Placement by cell class:
Bar = 50 um.
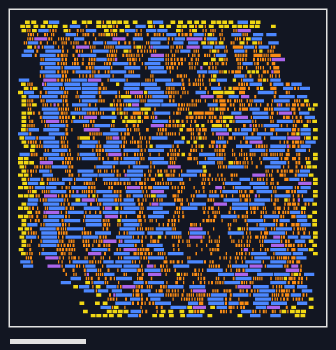
Signal wires on met2:
Cells faint in the background.
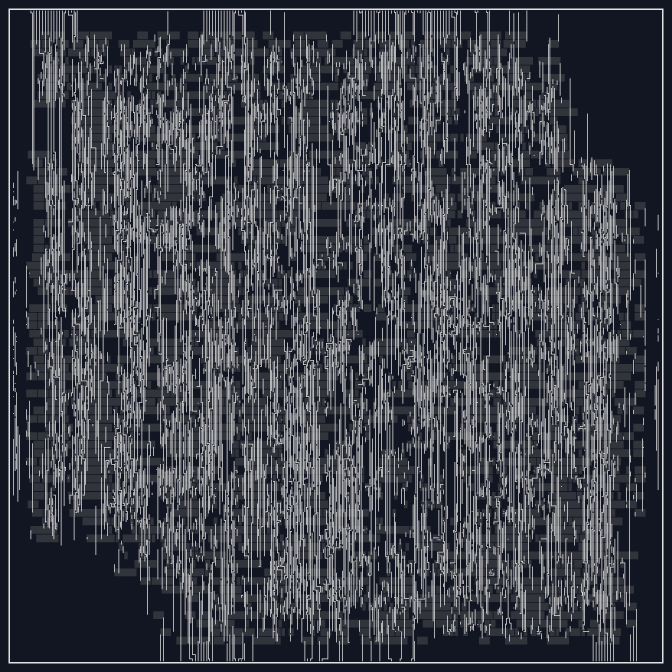
Cell placement:
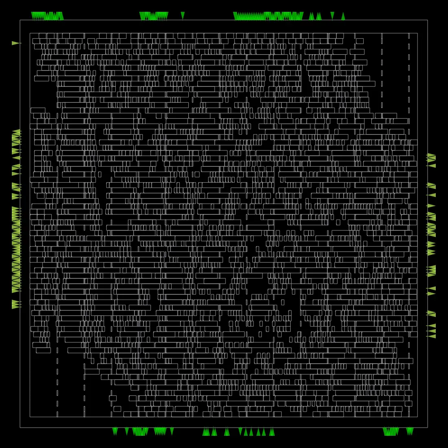
Clock distribution:
Bar = 50 um.
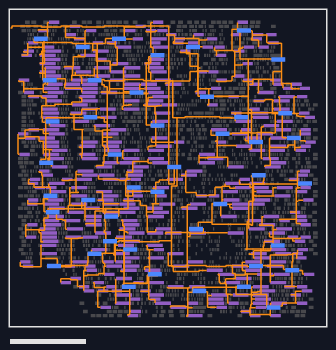
[config.mk]
export PLATFORM = sky130hd
export DESIGN_NAME = l1_wb_buffer
export DESIGN_NICKNAME = d
export VERILOG_FILES = /design/src/rtl/l1_wb_buffer.sv
export SDC_FILE = /design/constraint.sdc
export NUM_CORES = 1
export LEC_CHECK = 0
export ABC_AREA = 1
export CAP_MARGIN = 10
export CORE_MARGIN = 5
export CORE_UTILIZATION = 52
export DETAILED_ROUTE_END_ITERATION = 6
export MAX_ROUTING_LAYER = met4
export PLACE_DENSITY_LB_ADDON = 0.25
export SLEW_MARGIN = 20
export SYNTH_ARGS = -nofsm -noshare
export SYNTH_HDL_FRONTEND = slang
export SYNTH_SLANG_ARGS = --single-unit
[constraint.sdc]
create_clock -name clk -period 4.7 [get_ports clk]
set_clock_uncertainty 0.05 [all_clocks]
set_input_delay 0.94 -clock clk [delete_from_list [all_inputs] [get_ports clk]]
set_output_delay 0.94 -clock clk [all_outputs]
set_load 0.01 [all_outputs]
[src/rtl/l1_wb_buffer.sv]
// rtl/l1_wb_buffer.sv - L1 write buffer with coalescing, read forwarding and a single-outstanding bus drain
//
// Ports:
//   clk, rst           clock, synchronous active-high reset
//   mem_*              cache side: level-held request, single-cycle mem_ready completion
//   bus_*              main-memory side: bus_req held until the single-cycle bus_ack
//   buf_count          occupied entries (0..DEPTH)
//   buf_empty          buf_count == 0
module l1_wb_buffer #(
  parameter int DEPTH      = 4,
  parameter int DATA_WIDTH = 32
) (
  input  logic                    clk,
  input  logic                    rst,
  input  logic                    mem_request,
  input  logic                    mem_write_enable,
  input  logic [DATA_WIDTH-1:0]   mem_address,
  input  logic [DATA_WIDTH-1:0]   mem_write_data,
  output logic [DATA_WIDTH-1:0]   mem_response_data,
  output logic                    mem_ready,
  output logic                    bus_req,
  output logic                    bus_we,
  output logic [DATA_WIDTH-1:0]   bus_addr,
  output logic [DATA_WIDTH-1:0]   bus_wdata,
  input  logic [DATA_WIDTH-1:0]   bus_rdata,
  input  logic                    bus_ack,
  output logic [$clog2(DEPTH):0]  buf_count,
  output logic                    buf_empty
);

  localparam int PW = $clog2(DEPTH);
  localparam int CW = PW + 1;
  localparam logic [CW-1:0] FULL_COUNT = CW'(DEPTH);

  typedef enum logic [2:0] {IDLE, ACCEPT, RD_WAIT, RESP, GUARD} cache_state_t;
  typedef enum logic [1:0] {BUS_IDLE, BUS_WR, BUS_RD} bus_state_t;

  cache_state_t cache_state_q, cache_state_d;
  bus_state_t   bus_state_q, bus_state_d;

  logic [DATA_WIDTH-1:0] addr_q [DEPTH];
  logic [DATA_WIDTH-1:0] data_q [DEPTH];
  logic [DEPTH-1:0]      valid_q;
  logic [PW-1:0]         head_q;
  logic [PW-1:0]         tail_q;
  logic [CW-1:0]         count_q;
  logic [CW-1:0]         count_d;

  logic [DATA_WIDTH-1:0] rd_addr_q;
  logic [DATA_WIDTH-1:0] resp_data_q;
  logic                  bus_req_q;
  logic                  bus_we_q;
  logic [DATA_WIDTH-1:0] bus_addr_q;
  logic [DATA_WIDTH-1:0] bus_wdata_q;

  logic                  drain_done;
  logic                  read_done;
  logic                  issue_read;
  logic                  issue_drain;
  logic                  head_busy;
  logic                  is_full;
  logic                  wr_req;
  logic                  rd_req;
  logic                  match_nb;
  logic [PW-1:0]         match_idx;
  logic                  head_hit;
  logic                  do_coalesce;
  logic                  do_push;
  logic                  rd_hit;
  logic                  rd_miss;
  logic [DATA_WIDTH-1:0] fwd_data;

  assign drain_done  = (bus_state_q == BUS_WR) && bus_ack;
  assign read_done   = (bus_state_q == BUS_RD) && bus_ack;
  // A waiting read miss always takes the idle bus ahead of draining.
  assign issue_read  = (bus_state_q == BUS_IDLE) && (cache_state_q == RD_WAIT);
  assign issue_drain = (bus_state_q == BUS_IDLE) && !issue_read && (count_q != '0);
  // The head is frozen from the cycle its drain is launched: its data has
  // already been (or is being) copied into bus_wdata, so it must not coalesce.
  assign head_busy   = (bus_state_q == BUS_WR) || issue_drain;
  assign is_full     = (count_q == FULL_COUNT);

  assign wr_req = (cache_state_q == IDLE) && mem_request && mem_write_enable;
  assign rd_req = (cache_state_q == IDLE) && mem_request && !mem_write_enable;

  // Address match. A frozen head only counts as a read hit; writes to it
  // allocate a fresh entry. Duplicates therefore exist only as
  // (frozen head, one younger entry), and the younger one is preferred.
  always_comb begin
    match_nb  = 1'b0;
    match_idx = '0;
    head_hit  = 1'b0;
    for (int i = 0; i < DEPTH; i++) begin
      if (valid_q[i] && (addr_q[i] == mem_address)) begin
        if (head_busy && (PW'(i) == head_q)) begin
          head_hit = 1'b1;
        end else begin
          match_nb  = 1'b1;
          match_idx = PW'(i);
        end
      end
    end
  end

  assign do_coalesce = wr_req && match_nb;
  // A full buffer still accepts when the head drains in the same cycle.
  assign do_push     = wr_req && !match_nb && (!is_full || drain_done);
  assign rd_hit      = rd_req && (match_nb || head_hit);
  assign rd_miss     = rd_req && !rd_hit;
  assign fwd_data    = match_nb ? data_q[match_idx] : data_q[head_q];

  // Cache-side FSM
  always_comb begin
    cache_state_d = cache_state_q;
    mem_ready     = 1'b0;
    case (cache_state_q)
      IDLE: begin
        if (do_coalesce || do_push || rd_hit) begin
          cache_state_d = ACCEPT;
        end else if (rd_miss) begin
          cache_state_d = RD_WAIT;
        end
      end
      ACCEPT: begin
        mem_ready     = 1'b1;
        cache_state_d = GUARD;
      end
      RD_WAIT: begin
        if (read_done) begin
          cache_state_d = RESP;
        end
      end
      RESP: begin
        mem_ready     = 1'b1;
        cache_state_d = GUARD;
      end
      // The cache drops its request one cycle after mem_ready; skip that cycle.
      GUARD: begin
        cache_state_d = IDLE;
      end
      default: begin
        cache_state_d = IDLE;
      end
    endcase
  end

  // Bus-side FSM
  always_comb begin
    bus_state_d = bus_state_q;
    case (bus_state_q)
      BUS_IDLE: begin
        if (issue_read) begin
          bus_state_d = BUS_RD;
        end else if (issue_drain) begin
          bus_state_d = BUS_WR;
        end
      end
      BUS_WR: begin
        if (bus_ack) begin
          bus_state_d = BUS_IDLE;
        end
      end
      BUS_RD: begin
        if (bus_ack) begin
          bus_state_d = BUS_IDLE;
        end
      end
      default: begin
        bus_state_d = BUS_IDLE;
      end
    endcase
  end

  always_comb begin
    count_d = count_q;
    if (do_push && !drain_done) begin
      count_d = count_q + CW'(1);
    end else if (!do_push && drain_done) begin
      count_d = count_q - CW'(1);
    end
  end

  always_ff @(posedge clk) begin
    if (rst) begin
      cache_state_q <= IDLE;
      bus_state_q   <= BUS_IDLE;
    end else begin
      cache_state_q <= cache_state_d;
      bus_state_q   <= bus_state_d;
    end
  end

  // Entry storage. Pop is applied before push so a push into the slot being
  // freed (full buffer, tail == head) leaves it valid.
  always_ff @(posedge clk) begin
    if (rst) begin
      for (int i = 0; i < DEPTH; i++) begin
        addr_q[i] <= '0;
        data_q[i] <= '0;
      end
      valid_q <= '0;
      head_q  <= '0;
      tail_q  <= '0;
      count_q <= '0;
    end else begin
      if (drain_done) begin
        valid_q[head_q] <= 1'b0;
        head_q          <= head_q + PW'(1);
      end
      if (do_push) begin
        addr_q[tail_q]  <= mem_address;
        data_q[tail_q]  <= mem_write_data;
        valid_q[tail_q] <= 1'b1;
        tail_q          <= tail_q + PW'(1);
      end
      if (do_coalesce) begin
        data_q[match_idx] <= mem_write_data;
      end
      count_q <= count_d;
    end
  end

  always_ff @(posedge clk) begin
    if (rst) begin
      rd_addr_q   <= '0;
      resp_data_q <= '0;
    end else begin
      if (rd_miss) begin
        rd_addr_q <= mem_address;
      end
      if (rd_hit) begin
        resp_data_q <= fwd_data;
      end else if (read_done) begin
        resp_data_q <= bus_rdata;
      end
    end
  end

  // Bus request registers: loaded at launch, held until the ack cycle,
  // cleared the cycle after.
  always_ff @(posedge clk) begin
    if (rst) begin
      bus_req_q   <= 1'b0;
      bus_we_q    <= 1'b0;
      bus_addr_q  <= '0;
      bus_wdata_q <= '0;
    end else if (issue_read) begin
      bus_req_q   <= 1'b1;
      bus_we_q    <= 1'b0;
      bus_addr_q  <= rd_addr_q;
      bus_wdata_q <= '0;
    end else if (issue_drain) begin
      bus_req_q   <= 1'b1;
      bus_we_q    <= 1'b1;
      bus_addr_q  <= addr_q[head_q];
      bus_wdata_q <= data_q[head_q];
    end else if (drain_done || read_done) begin
      bus_req_q   <= 1'b0;
      bus_we_q    <= 1'b0;
      bus_addr_q  <= '0;
      bus_wdata_q <= '0;
    end
  end

  assign mem_response_data = resp_data_q;
  assign bus_req           = bus_req_q;
  assign bus_we            = bus_we_q;
  assign bus_addr          = bus_addr_q;
  assign bus_wdata         = bus_wdata_q;
  assign buf_count         = count_q;
  assign buf_empty         = (count_q == '0);

endmodule

==> results.txt <==
Results of the implementation run.

The worst hold-check path type is flip-flop to flip-flop. TritonCTS built the clock tree. The top-area cell type share of the netlist area came out at 0.3771.

Per the detail_route log, met2 wirelength is 32,940 um. The synthesis-stage register bit count came out at approximately 400. Per the log, the first TritonRoute iteration ended with a DRC count of between 2,000 and 2,500.

The final sum of negative setup slack is 0 ns. After detailed routing, the met3 layer carries approximately 6800 um of wire. The per-cell via count in the routed design came out at about 5.8. The shortest period the worst path allows came out at around 3.9 ns. Power comes to ~12 mW.

The highest clock frequency the design can meet is ~0.25 GHz. For reference, the top cells by area after synthesis are edfxtp_1 38%, dfxtp_1 15%, nand2_1 12%. Of all cell types, the one taking the most synthesized area is edfxtp_1.

The number of hold-slack violations in the final timing report came out at 0. Counting flops with an async set or reset pin after synthesis yields a share of 0. The number of H-tree branching levels came out at 2.

The detailed-route DRC error count is 0. The area of the chip is between 40,000 and 50,000 um2. The summed instance area of the synthesized netlist came out at approximately 20,000 um2. The overall track demand over capacity in global routing is 0.3198. The part of the cycle the worst path needs is 0.8346. The standard cell area after detailed placement came out at between 20,000 and 25,000 um2. The initial utilization of the core area, before any placement, comes to 0.5263. The number of port buffers is between 200 and 250. The library cell used as clock root buffer is clkbuf_16. The global-route wire length before repair is roughly 110,000 um. The slew of the pin with the lowest slew margin is around 0.94 ns. Post-synthesis, Yosys gives the total cell area as around 20,000 um2. Per the post-CTS timing run, clock transition at the registers of the reported paths is 0.06 ns. OpenROAD emitted warnings numbering 34. The wire length the detailed router placed on met1 is about 27,000 um. The floorplan net count came out at 2,699. For this run, the register share of the synthesized area comes to 0.5224. The number of top-level pins came out at 204. The cell total in the yosys stat output is roughly 2,600. TritonCTS created between 40 and 50 clock buffers.

In the post-route analysis, the smallest setup slack over all paths is around 0.78 ns. The slew check shows that the tightest pin keeps a relative margin of 0.3745. The number of distinct library cells after synthesis is ~40. The die outline width is approximately 210 um. In this run the post-CTS setup repair buffer count came out at 0. The die extent in y is between 200 and 250 um. Summed over all layers, the global routing overflow is 0. For reference, the most critical setup path is categorized as input port to flip-flop.

The endpoint class of the critical path is a flip-flop. The required time at the endpoint of the critical path came out at between 4 and 5 ns. The synthesized netlist cell count is 2,585. The largest vdd supply drop came out at 0.2668 mV. Setup repair after global routing left no endpoint under its margin. Entering global routing, the biggest net connects around 63 pins. The number of iterations in the first detailed-routing pass is 6.

The number of nets with antenna violations after routing is 0. The top fanout value on the critical path came out at 15. The final design area excluding fillers is around 24,000 um2. The longest clock path from root to sink contains 3 buffers. The OpenROAD report gives the critical path a data arrival time of around 4.1 ns. The post-layout net count came out at ~2,900. The power per cell area is about 470 nW/um2. According to the dpl log, the detail-placed design has an HPWL of ~46,000 um. The mean instance size in the synthesized netlist came out at between 7 and 8 um2. Compared with the post-synthesis result, the final layout area differs by 19.96%. For this run, the final setup violation count is recorded as 0. The run finished with clean final reports. The max-slew violation count is 0. The highest routed metal layer is met4.

The insertion delay at the late pin of the worst-skew pair is 0.58 ns. The static leakage came out at about 9.8 nW. STA on the placed design reports a worst setup slack of between 0.3 and 0.4 ns. The final routed wire length divided by cell count came out at between 20 and 25 um.

Of the cells placed in the final design, the portion with a size suffix greater than 1 is 0.06988. STA classifies the critical path startpoint as an input port. The number of hold-repair buffers added at the cts stage came out at 0. The reported max-cap violation count came out at 0. The weighted congestion at the end of routability-driven global placement is about 0.98. For this run, the leading register cell type out of synthesis is edfxtp_1. In this run, synthesis inferred around 260 flip-flops with an integrated enable.

The sink count of the clock tree is around 400. The number of gates resized after CTS was 0. The number of antenna violations at the first check in global routing came out at 2. The via count of the first global-routing pass is 18,790. The warning count from the yosys run is 0.
Back to the opening pictures, 'placement by cell class':
registers: shown in blue, cells 404, share of their area 45%. remaining logic cells: shown in orange, cells 2,027, share of their area 38%. clock drivers and dummy loads: shown in purple, cells 81, share of their area 6.2%. remaining buffers and delay cells: shown in yellow, cells 264, share of their area 11%.
utilization after layout: 0.6313
fraction of area in registers: 0.4357

Back to the opening pictures, 'signal wires on met2':
The wires run mostly vertical. The layer carries 32.9 mm of wire. 2,276 nets have wire on it. The longest straight run is 83.6 um.
met2 capacity usage during global routing: 0.5159
vias: 19,170
total detailed-routing wirelength: 69,560 um

Back to the opening pictures, 'cell placement':
Layout Cells excl Fill: 3,296
core area: 38,740 um2
row count: 72
number of tapcells: 518
count of filler cells inserted in the layout: 3,335

Back to the opening pictures, 'clock distribution':
clock-net drivers: shown in blue, count 44. clock wires: shown in orange, length 5,000 um. flip-flops: shown in purple, count 404.
There are 45 routed clock nets. Position of the flops: spread over the die.
Clk pwr share: 0.306
power attributed to the clock group: 3.53 mW

-- worst max-delay path, cell delays in order --
cell	delay, ns
clkdlybuf4s50_1	0.69
inv_1	0.18
nand2_1	0.13
o21ai_0	0.12
nor2_1	0.27
nand2_1	0.09
nor2_1	0.14
nand2_1	0.08
nor2_1	0.14
nand3_1	0.14
nand2_2	0.12
nor2_4	0.05
nor2_2	0.14
nand3_1	0.09
nand2_1	0.26
nand3_2	0.11
nand2_1	0.16
buf_4	0.29
-- layout make-up --
type / count / area, um2 / area share
diodes: 2 / 5.005 / 0.0002046
clock buffers: 66 / 1349 / 0.05515
clock inverters: 15 / 135.1 / 0.005525
inverters: 196 / 738.2 / 0.03019
multi-input cells: 1831 / 8341 / 0.3410
flip-flops and latches: 404 / 10660 / 0.4357
well taps: 518 / 648.1 / 0.02650
repair buffers: 264 / 2585 / 0.1057
-- metrics by stage --
step                      instances  hold slack (ns)
final                          3296           0.4130
after global routing           3296           0.4270
after CTS                      3294           0.4142
after detailed placement       3213           0.4052
after global placement         3213           0.3982
after floorplan                2585           0.3902
-- state kept, by name, indices dropped and copies added, names as in the netlist, 2 cells and up, named ones only --
name               cells
rd_addr_q             32
bus_state_q            2
mem_response_data     32
bus_addr              32
buf_count              3
head_q                 2
data_q               128
tail_q                 2
cache_state_q          3
valid_q                4
addr_q               128
bus_wdata             32
-- cell usage after synthesis (7+ instances only) --
cell	n
nand2_1	669
nor2_1	428
edfxtp_1	256
o21ai_0	222
a21oi_1	195
inv_1	171
dfxtp_1	148
nand3_1	148
clkbuf_1	96
buf_2	36
o22ai_1	33
a32oi_1	28
xnor2_1	28
inv_2	22
buf_1	12
ha_1	12
or2_2	12
o211ai_1	11
nand4_1	10
nand2_2	8
buf_6	7
-- cell families after synthesis --
logic type      synth area share
fa+ha+maj               0.008346
flops                     0.5224
xor+xnor                 0.01203
buf+inv                  0.06954
compound gates            0.1318
simple gates              0.2559
-- worst paths after layout --
check / startpoint / endpoint / slack, ns / depth (start not counted)
min reg2reg: bus_addr[29]$_SDFFE_PP0P_ / bus_addr[29]$_SDFFE_PP0P_ / 0.41 / 2
min: bus_addr[29]$_SDFFE_PP0P_ / bus_addr[29]$_SDFFE_PP0P_ / 0.41 / 2
max reg2reg: bus_state_q[0]$_SDFFE_PP0P_ / data_q[2][7]$_SDFFCE_PN0P_ / 1.43 / 15
max: mem_address[9] / data_q[1][19]$_SDFFCE_PN0P_ / 0.78 / 18
-- per-layer routing --
metal / vias up / GRT usage
met3: 192 / 0.05498
met2: 1141 / 0.5159
li1: 8848 / -
met4: 0 / 0.1180
met5: - / -
met1: 8989 / 0.4093
-- placed cells by master (no fill, tap or decap), drive strengths merged --
master	count
a211oi	3
a21oi	195
a221oi	1
a32oi	28
buf	62
bufinv	2
clkbuf	66
clkdlybuf4s50	202
clkinv	13
dfxtp	148
diode	2
edfxtp	256
fa	1
ha	12
inv	196
nand2	677
nand3	153
nand3b	1
nand4	10
nor2	432
nor3	3
nor4	1
o211ai	11
o21a	2
o21ai	225
o22ai	33
or2	15
xnor2	28
-- power breakdown --
part / switching [mW] / internal, mW
Clock: 1.43 / 2.10
Combinational: 2.19 / 1.15
Sequential: 0.326 / 4.34
Power and IR drop assume default switching activity.
